**Logic cells by family**

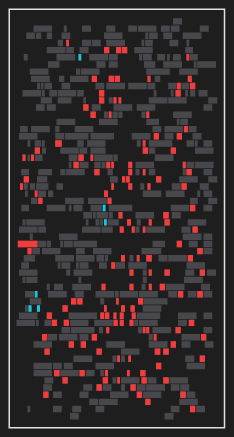
**The clock network**

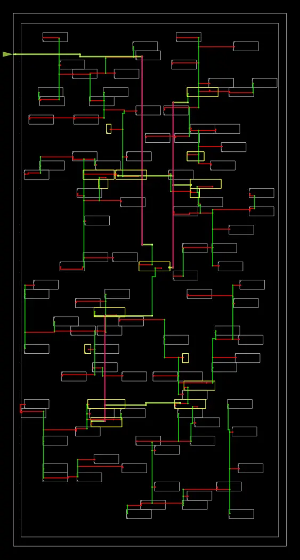
**Signal wires on met1**

Supply wires on this layer in grey.
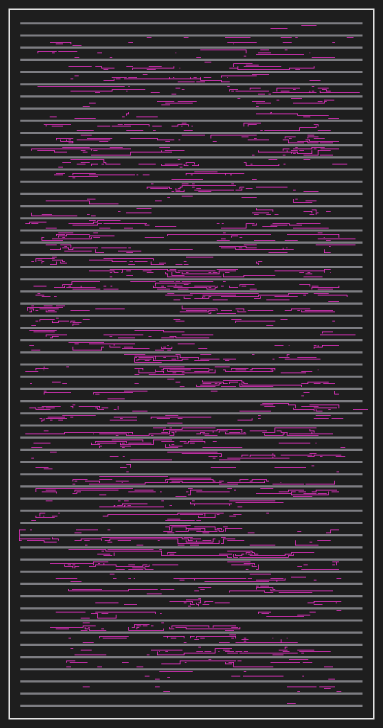
**Supply network**

Pins as bars on the die edge.
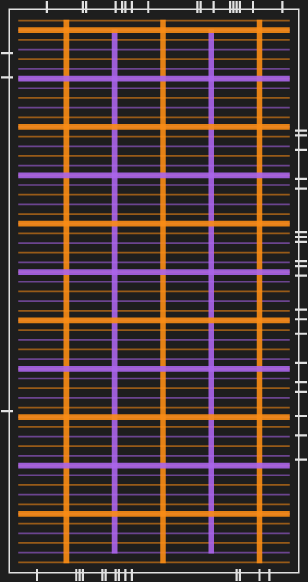
**Sequential cells grouped by signal name**

Other sequential cells in the stronger grey, the rest of the logic in the fainter grey.
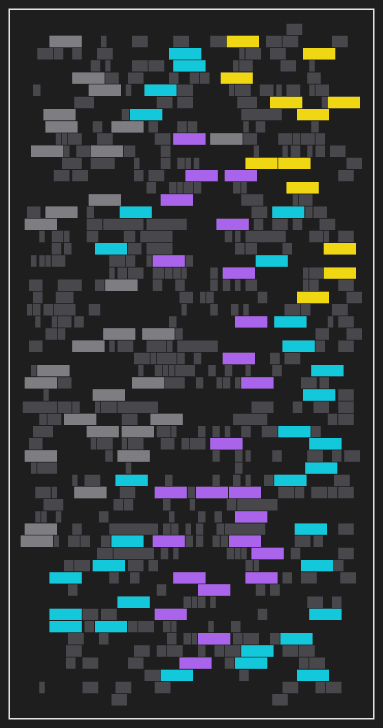
$ cat config.mk
export PLATFORM = sky130hd
export DESIGN_NAME = uart_prog_loader
export DESIGN_NICKNAME = d
export VERILOG_FILES = /design/src/rtl/uart_loader_pkg.sv /design/src/rtl/uart_rx_byte.sv /design/src/rtl/uart_prog_loader.sv
export SDC_FILE = /design/constraint.sdc
export NUM_CORES = 1
export LEC_CHECK = 0
export CAP_MARGIN = 5
export CELL_PAD_IN_SITES_DETAIL_PLACEMENT = 0
export CELL_PAD_IN_SITES_GLOBAL_PLACEMENT = 2
export CORE_AREA = 2 2 79 156
export DETAILED_ROUTE_END_ITERATION = 10
export DIE_AREA = 0 0 81 158
export PLACE_DENSITY_LB_ADDON = 0.1
export SYNTH_ARGS = -nofsm -noshare
export SYNTH_HDL_FRONTEND = slang
export SYNTH_HIERARCHICAL = 1
export SYNTH_SLANG_ARGS = --single-unit
$ cat constraint.sdc
create_clock -name wb_clk_i -period 3.8 [get_ports wb_clk_i]
set_input_delay 0.57 -clock wb_clk_i [delete_from_list [all_inputs] [get_ports wb_clk_i]]
set_output_delay 0.57 -clock wb_clk_i [all_outputs]
set_load 0.02 [all_outputs]
$ cat src/rtl/uart_loader_pkg.sv
`default_nettype none
// ============================================================================
//  Module      : uart_loader_pkg
//  Description : Shared types and constants for the UART program loader:
//                receiver state enum, default end-of-program marker and a
//                counter-width helper for the bit-timing counter.
//  Revision    : 1.0 - initial release
// ============================================================================
package uart_loader_pkg;

    typedef enum logic [1:0] {
        IDLE  = 2'd0,
        START = 2'd1,
        DATA  = 2'd2,
        STOP  = 2'd3
    } rx_state_t;

    localparam logic [31:0] c_eop_word_default = 32'h0000_0FFF;

    // Width needed to count 0 .. clks-1.
    function automatic int cnt_width(input int clks);
        return (clks <= 2) ? 1 : $clog2(clks);
    endfunction

endpackage
`default_nettype wire

$ cat src/rtl/uart_rx_byte.sv
`default_nettype none
// ============================================================================
//  Module      : uart_rx_byte
//  Description : 8N1 UART byte receiver. Two-flop synchroniser on the line,
//                falling-edge start detection, mid-bit sampling, LSB first.
//  Ports       : clk, rst       - clock, synchronous active-high reset
//                i_rx           - asynchronous serial line, idle high
//                i_en           - accept new start bits when 1
//                i_block        - refuse new start bits when 1
//                o_byte         - received byte, valid with o_byte_valid
//                o_byte_valid   - one-cycle strobe at the stop-bit sample
//                o_frame_err    - sticky framing error
//  Config      : UART_LOADER_FRAME_ERR_EN - check the stop bit, drop bad
//                bytes and flag them; otherwise every byte is accepted.
//  Revision    : 1.0 - initial release
// ============================================================================
module uart_rx_byte
    import uart_loader_pkg::*;
#(
    parameter int CLKS_PER_BIT = 434
) (
    input  logic       clk,
    input  logic       rst,
    input  logic       i_rx,
    input  logic       i_en,
    input  logic       i_block,
    output logic [7:0] o_byte,
    output logic       o_byte_valid,
    output logic       o_frame_err
);

    localparam int              c_cnt_w    = cnt_width(CLKS_PER_BIT);
    localparam logic [c_cnt_w-1:0] c_full_cnt = c_cnt_w'(CLKS_PER_BIT - 1);
    localparam logic [c_cnt_w-1:0] c_half_cnt = c_cnt_w'(CLKS_PER_BIT / 2 - 1);

    rx_state_t          r_state;
    rx_state_t          w_state_next;
    logic               r_rx_meta;
    logic               r_rx_sync;
    logic               r_rx_prev;
    logic [c_cnt_w-1:0] r_cnt;
    logic [2:0]         r_bit_idx;
    logic [7:0]         r_shift;

    logic w_fall;
    logic w_half_tick;
    logic w_full_tick;
    logic w_sample;
    logic w_stop_tick;
    logic w_cnt_clr;

    assign w_fall      = r_rx_prev & ~r_rx_sync;
    assign w_half_tick = (r_cnt == c_half_cnt);
    assign w_full_tick = (r_cnt == c_full_cnt);

    // State register
    always_ff @(posedge clk) begin
        if (rst) begin
            r_state <= IDLE;
        end else begin
            r_state <= w_state_next;
        end
    end

    // Next-state logic. STOP always returns to IDLE, so a start edge
    // arriving on the byte-end cycle is only considered once back in IDLE.
    always_comb begin
        w_state_next = r_state;
        case (r_state)
            IDLE:  if (w_fall && i_en && !i_block) w_state_next = START;
            START: if (w_half_tick) w_state_next = r_rx_sync ? IDLE : DATA;
            DATA:  if (w_full_tick && (r_bit_idx == 3'd7)) w_state_next = STOP;
            STOP:  if (w_full_tick) w_state_next = IDLE;
            default: w_state_next = IDLE;
        endcase
    end

    // Output / control decode
    always_comb begin
        w_sample    = (r_state == DATA) && w_full_tick;
        w_stop_tick = (r_state == STOP) && w_full_tick;
        w_cnt_clr   = (r_state == IDLE) || (w_state_next != r_state) || w_full_tick;
    end

    // Synchroniser, bit timer and shift register
    always_ff @(posedge clk) begin
        if (rst) begin
            r_rx_meta <= 1'b1;
            r_rx_sync <= 1'b1;
            r_rx_prev <= 1'b1;
            r_cnt     <= '0;
            r_bit_idx <= 3'd0;
            r_shift   <= 8'd0;
        end else begin
            r_rx_meta <= i_rx;
            r_rx_sync <= r_rx_meta;
            r_rx_prev <= r_rx_sync;

            if (w_cnt_clr) begin
                r_cnt <= '0;
            end else begin
                r_cnt <= r_cnt + 1'b1;
            end

            if (r_state != DATA) begin
                r_bit_idx <= 3'd0;
            end else if (w_sample) begin
                r_bit_idx <= r_bit_idx + 3'd1;
            end

            if (w_sample) begin
                r_shift <= {r_rx_sync, r_shift[7:1]};
            end
        end
    end

    assign o_byte = r_shift;

`ifdef UART_LOADER_FRAME_ERR_EN
    logic r_frame_err;

    always_ff @(posedge clk) begin
        if (rst) begin
            r_frame_err <= 1'b0;
        end else if (w_stop_tick && !r_rx_sync) begin
            r_frame_err <= 1'b1;
        end
    end

    assign o_byte_valid = w_stop_tick & r_rx_sync;
    assign o_frame_err  = r_frame_err;
`else
    assign o_byte_valid = w_stop_tick;
    assign o_frame_err  = 1'b0;
`endif

endmodule
`default_nettype wire

$ cat src/rtl/uart_prog_loader.sv
`default_nettype none
// ============================================================================
//  Module      : uart_prog_loader
//  Description : UART program loader. Receives 8N1 bytes, packs them
//                little-endian into 32-bit words and writes them to
//                consecutive instruction-memory addresses. Holds the core in
//                reset until the end-of-program word is received.
//  Ports       : wb_clk_i, wb_rst_i - clock, synchronous active-high reset
//                rx_i         - UART serial input (asynchronous, idle high)
//                en_i         - loader enable
//                mem_we_o     - one-cycle write strobe
//                mem_addr_o   - byte address of the written word
//                mem_wdata_o  - packed word
//                core_rst_o   - core reset hold, drops when load completes
//                prog_done_o  - sticky end-of-program flag
//                frame_err_o  - sticky framing error
//  Config      : UART_LOADER_FRAME_ERR_EN - enables stop-bit checking.
//  Revision    : 1.0 - initial release
// ============================================================================
module uart_prog_loader
    import uart_loader_pkg::*;
#(
    parameter int          CLKS_PER_BIT = 434,
    parameter int          ADDR_W       = 14,
    parameter logic [31:0] EOP_WORD     = c_eop_word_default
) (
    input  logic              wb_clk_i,
    input  logic              wb_rst_i,
    input  logic              rx_i,
    input  logic              en_i,
    output logic              mem_we_o,
    output logic [ADDR_W-1:0] mem_addr_o,
    output logic [31:0]       mem_wdata_o,
    output logic              core_rst_o,
    output logic              prog_done_o,
    output logic              frame_err_o
);

    logic [7:0]        w_byte;
    logic              w_byte_valid;
    logic              w_frame_err;
    logic [31:0]       w_word;

    logic [1:0]        r_byte_idx;
    logic [23:0]       r_word_lo;
    logic              r_we;
    logic [ADDR_W-1:0] r_addr;
    logic [31:0]       r_wdata;
    logic              r_done;

    uart_rx_byte #(
        .CLKS_PER_BIT (CLKS_PER_BIT)
    ) u_rx (
        .clk          (wb_clk_i),
        .rst          (wb_rst_i),
        .i_rx         (rx_i),
        .i_en         (en_i),
        .i_block      (r_done),
        .o_byte       (w_byte),
        .o_byte_valid (w_byte_valid),
        .o_frame_err  (w_frame_err)
    );

    // The fourth byte is combined with the three stored ones directly.
    assign w_word = {w_byte, r_word_lo};

    always_ff @(posedge wb_clk_i) begin
        if (wb_rst_i) begin
            r_byte_idx <= 2'd0;
            r_word_lo  <= 24'd0;
            r_we       <= 1'b0;
            r_addr     <= '0;
            r_wdata    <= 32'd0;
            r_done     <= 1'b0;
        end else begin
            r_we <= 1'b0;

            // Address advances the cycle after each strobe; wraps silently.
            if (r_we) begin
                r_addr <= r_addr + ADDR_W'(4);
            end

            if (w_byte_valid && !r_done) begin
                r_byte_idx <= r_byte_idx + 2'd1;
                case (r_byte_idx)
                    2'd0: r_word_lo[7:0]   <= w_byte;
                    2'd1: r_word_lo[15:8]  <= w_byte;
                    2'd2: r_word_lo[23:16] <= w_byte;
                    default: begin
                        if (w_word == EOP_WORD) begin
                            r_done <= 1'b1;
                        end else begin
                            r_we    <= 1'b1;
                            r_wdata <= w_word;
                        end
                    end
                endcase
            end
        end
    end

    assign mem_we_o    = r_we;
    assign mem_addr_o  = r_addr;
    assign mem_wdata_o = r_wdata;
    assign prog_done_o = r_done;
    assign core_rst_o  = ~r_done;
    assign frame_err_o = w_frame_err;

endmodule
`default_nettype wire

==> run summary <==
Synthesis and PnR results.

- The top cell type in the final layout, fill and taps aside, is sky130_fd_sc_hd__dfxtp_1.
- The transition time at the pin with the least slew margin reads 1120 ps.
- The starting density of the core reads between 30% and 40%.
- The number of library cell types mapped by synthesis is 39.
- Cells with a size suffix above 1 make up around 7.3% of the layout.
- The number of global-route vias before repair is 3,089.
- The tally of OpenROAD warnings reads 31.
- The final count of negative-setup-slack endpoints reads 0.
- The type of destination of the critical path is a flop.
- The run finished with clean final reports.
- Setup repair after global routing left no endpoint under its margin.
- After layout the clock buffers and inverters come to around 5.8% of cell area.
- The shortest period the worst path allows is between 2000 and 2500 ps.
- The number of hold violations in the final report is 0.
- Per the synth log, the flip-flop and latch total comes to between 90 and 100.
- The total die size reads approximately 13,000 µm².
- The register clock-pin slew on the reported worst setup and hold paths reads roughly 70 ps.
- Setup total negative slack on the finished layout was measured at 0 ps.
- The non-clock buffering overhead in the final layout reads 10.71%.
- The critical path is of the flop to flop type.
- The net count of the finished layout is approximately 500.
- The routability congestion estimate reads about 0.73.
- The post-CTS repair timing setup buffer count is 0.
- The uppermost layer routed reads met4.
- The floorplan die height reads ~160 µm.
- The destination of the worst register-to-register timing path reads mem_wdata_o[13].
- The area recorded from the Yosys report for this design is ~4200 µm².
- Global routing consumed, over all layers together, 16.14% of the routing resources.
- The count of buffers added on input and output ports is 50.
- The met3 layer usage reported by global route is under 10%.
- The layer carrying the most global-route usage reads met2.
- The number of cells in the design after placement reads between 600 and 700.
- Of the total synthesized cell area, the portion taken by AND-OR and OR-AND cells is 4.245%.
- After clock tree synthesis, the repair step resized 0 gates.
- The quantity of hold-fixing buffers added after cts reads 0.
- The average wire per standard cell is between 15 and 20 µm.
- The launch point of the worst min-delay path is recorded as u_rx/r_rx_meta.
- The portion of total power attributed to the clock network reads 46.3%.
- The number of non-clock buffers reads 55.
- For this run, the share of the core covered by cells in the final layout is a little over two fifths.
- Counting instances, the worst hold path has a depth of 1.
- The first-pass iteration count of the detailed router reads 4.
- Across the run, the number of max-cap violations was 0.
- The worst setup path startpoint is u_rx/r_cnt[2].
- The netlist area before placement is 4215 µm².
- The reported net switching power is 0.4078 mW.
- The leakage component of the power is about 1.6 nW.
- The number of placement rows reads between 50 and 60.
- In this run the number of H-tree levels came out at 3.
- The number of warnings printed during yosys synthesis reads 6.
- The source-to-sink clock delay at the later pin of the worst-skew pair reads roughly 340 ps.
- The power after layout reads 1.968 mW.
- The met2 capacity usage during global routing is 30.89%.
- The cell type taking the most area is multi-input combinational cells.
- After synthesis, flip-flops and latches occupy between 40% and 50% of the total area.
- Combinational cells consume a total of about 0.038 mW.
- The number of synthesized flops with an enable pin is 0.
- The amount of wire on met2 after detailed routing is roughly 5.5 mm.
- In the final layout, the fill cell count is around 1.2k.
- The number of clock sinks seen by CTS reads about 97.
- Per the OpenROAD floorplan log, the width of the die is between 80 and 90 µm.
- A synthesized cell averages between 9 and 10 µm².
- The number of signal-net inverters in the final layout reads 6.
- The path with the worst hold slack has its endpoint at u_rx/r_rx_sync.
- The data arrival time at the worst-slack endpoint is 2760 ps.
- The kind of start point of the critical path is a flop.
- The root buffer selected by CTS is sky130_fd_sc_hd__clkbuf_16.
- The count of inserted antenna diode cells is 0.
- The internal power reads about 1.6 mW.
- The maximum number of pins on one net before global-route repair is roughly 72.
- The standard cell with the maximum stage delay on the critical path is sky130_fd_sc_hd__or4b_4.
- For the worst reg-to-reg path, the startpoint reported by OpenROAD is u_rx/r_cnt[2].
- The fraction of registers with async set/reset reads 0%.
- The final standard cell count with taps included and fillers excluded reads approximately 640.
- The routed design uses 226 µm of met3 wire.
- Counting instances in the post-synthesis netlist gives the leading cell types as sky130_fd_sc_hd__dfxtp_1 (97), sky130_fd_sc_hd__nand2b_1 (64), sky130_fd_sc_hd__mux2i_1 (44), sky130_fd_sc_hd__nand2_1 (37), sky130_fd_sc_hd__nor2_1 (35).
- The detailed placer's ending HPWL is a little under 7 mm.
- Detailed-route iteration 0 reported a violation count of 144.
- The combined area of the multi-input logic cells reads roughly 2100 µm².
- Dividing the final minimum period by the clock period gives between 60% and 70%.
- The biggest slice of the total power is consumed by registers.
- The area fraction in mux cells is between 10% and 20%.
- By instance count after routing, the leading logic cell types are sky130_fd_sc_hd__dfxtp_1 (97), sky130_fd_sc_hd__nand2b_1 (64), sky130_fd_sc_hd__clkdlybuf4s50_1 (49), sky130_fd_sc_hd__mux2i_1 (44), sky130_fd_sc_hd__nand2_1 (37).
- The required time of the critical path reads around 4100 ps.
- The area of the core is between 10,000 and 15,000 µm².
- Once layout is done, the placed cells without fillers occupy a little over 5000 µm².
- The maximum number of buffers from clock root to sink is 2.
- The wire length of the first global-routing pass is between 15 and 20 mm.
- The area added between synthesis and finish reads 20.81%.
- The antenna violation net count after detailed routing reads 0.
- TritonCTS built the clock tree.
- The total power divided by cell area reads 386.4 nW/µm².
- Counting pins that exceed their max-slew limit in the final report gives 0.
- The share of the final layout cell area in sequential cells reads 38.13%.
- The type recorded for the worst min-delay path is flop to flop.
- The via density per instance is about 4.9.
- The total DRC errors in the routed layout reads 0.
- The clock-net power reads about 0.9 mW.
- The relative slew slack reads 25.32%.
- After synthesis, the largest family of logic cells by area is simple AND/OR/NAND/NOR gates.
- The number of multi-input combinational cells in the layout is about 320.
- The most area-hungry cell type in the Yosys netlist reads sky130_fd_sc_hd__dfxtp_1.
- The worst-case clock skew is roughly 7.2 ps.
- Per STA, the worst path is made up of or4b_4 > nor2_4 > and3_1 > nor2b_2 > nand2_1 > a21oi_4 > buf_12 > mux2i_1.
- The adder-cell share of the synthesized area reads under 10%.
- The share of total power in combinational logic is under 10%.
- In the per-layer summary, the met1 wirelength comes to roughly 3.7 mm.
- The number of cell instances after yosys synthesis is roughly 450.
- The highest attainable clock frequency is 0.4010 GHz.
- The remaining global-route overflow is 0.
- Multi-input gates account for between 40% and 50% of the area.
- The well-tap cell count is roughly 150.
- The worst hold slack is 415.8 ps.
- The maximum vdd ir drop reads 247.2 µV.
- Per the layout area report, the register area comes to 1942 µm².
- The most frequently used cell type in the post-synthesis netlist reads sky130_fd_sc_hd__dfxtp_1.
- The power report shows net switching accounting for between 20 and 25% of the total.
- The main area contributors are sky130_fd_sc_hd__dfxtp_1 (46%), sky130_fd_sc_hd__mux2i_1 (10%), sky130_fd_sc_hd__nand2b_1 (9.5%).
- The worst setup slack for register-to-register paths is about 1300 ps.
- The worst setup margin is 1306 ps.
- The power dissipated in sequential cells is 1.02 mW.
- The worst setup slack before clock tree synthesis is 1292 ps.
- Per report_power, the sequential group accounts for around half of the total.
- The number of antenna violations at the first check in global routing is 0.
- The number of cells produced by synthesis is ~450.
- The area fraction in xor and xnor cells is 4.156%.
- The maximum net fanout on the critical path reads 26.
- Once placement finished, the instance area stood at ~4800 µm².
- STA shows the worst reg2reg path with a cell count of 8.
- For this run, the slowest stage of the critical path takes about 580 ps.
- The termination of the worst setup path is mem_wdata_o[13].
- The cell-mix breakdown from Yosys lists the simple-gate area share as ~28%.
- The floorplan report gives the top-level pin count as approximately 54.
- The dominant register cell in the synthesized netlist reads sky130_fd_sc_hd__dfxtp_1.
- The area share of the largest cell type after synthesis is ~46%.
Notes on 'logic cells by family' above:
Key: cyan = inverters [cells 6, most used inv_1]; red = NAND gates [cells 140, most used nand2b_1, where spread over the die]

Notes on 'the clock network' above:
Num CTS Buffers: 9
number of sequential cells: 97
number of clock buffers in the layout: 11

Notes on 'signal wires on met1' above:
The layer holds 39% of the routed length. The layer carries 3,740 µm of wire.
post-detailed-routing wire length: 9.608 mm
met1 demand-to-capacity share in global routing: 17.01%
total via count after detailed routing: 3,082

Notes on 'supply network' above:
Key: purple = VDD; orange = VSS
The core has 56 rows. 57 met1 rails follow the rows. 5 straps on met4. 11 straps on met5. 54 signal pins sit on the boundary.

Notes on 'sequential cells grouped by signal name' above:
Key: yellow = mem_addr_o [flops 12, where upper right]; cyan = mem_wdata_o [flops 32]; purple = r_word_lo [flops 24]
Another 29 sequential cells are not coloured.

[flip-flops by register name (all words and copies together), names as in the netlist]
name	count
r_byte_idx	2
r_word_lo	24
u_rx/r_rx_sync	1
mem_wdata_o	32
mem_we_o	1
u_rx/r_state	2
u_rx/r_rx_prev	1
prog_done_o	1
u_rx/o_byte	8
mem_addr_o	12
u_rx/r_cnt	9
u_rx/r_bit_idx	3
u_rx/r_rx_meta	1
[worst max-delay path: cells and delay by family, from the launching register on]
kind                   cells  cell delay [ps]
muxes                      1              210
AOI/OAI and AO/OA          1              300
buffers and inverters      1              270
and+or+nand+nor            5             1260
DFF                        1              360
Power is estimated from default activity; no workload was simulated.
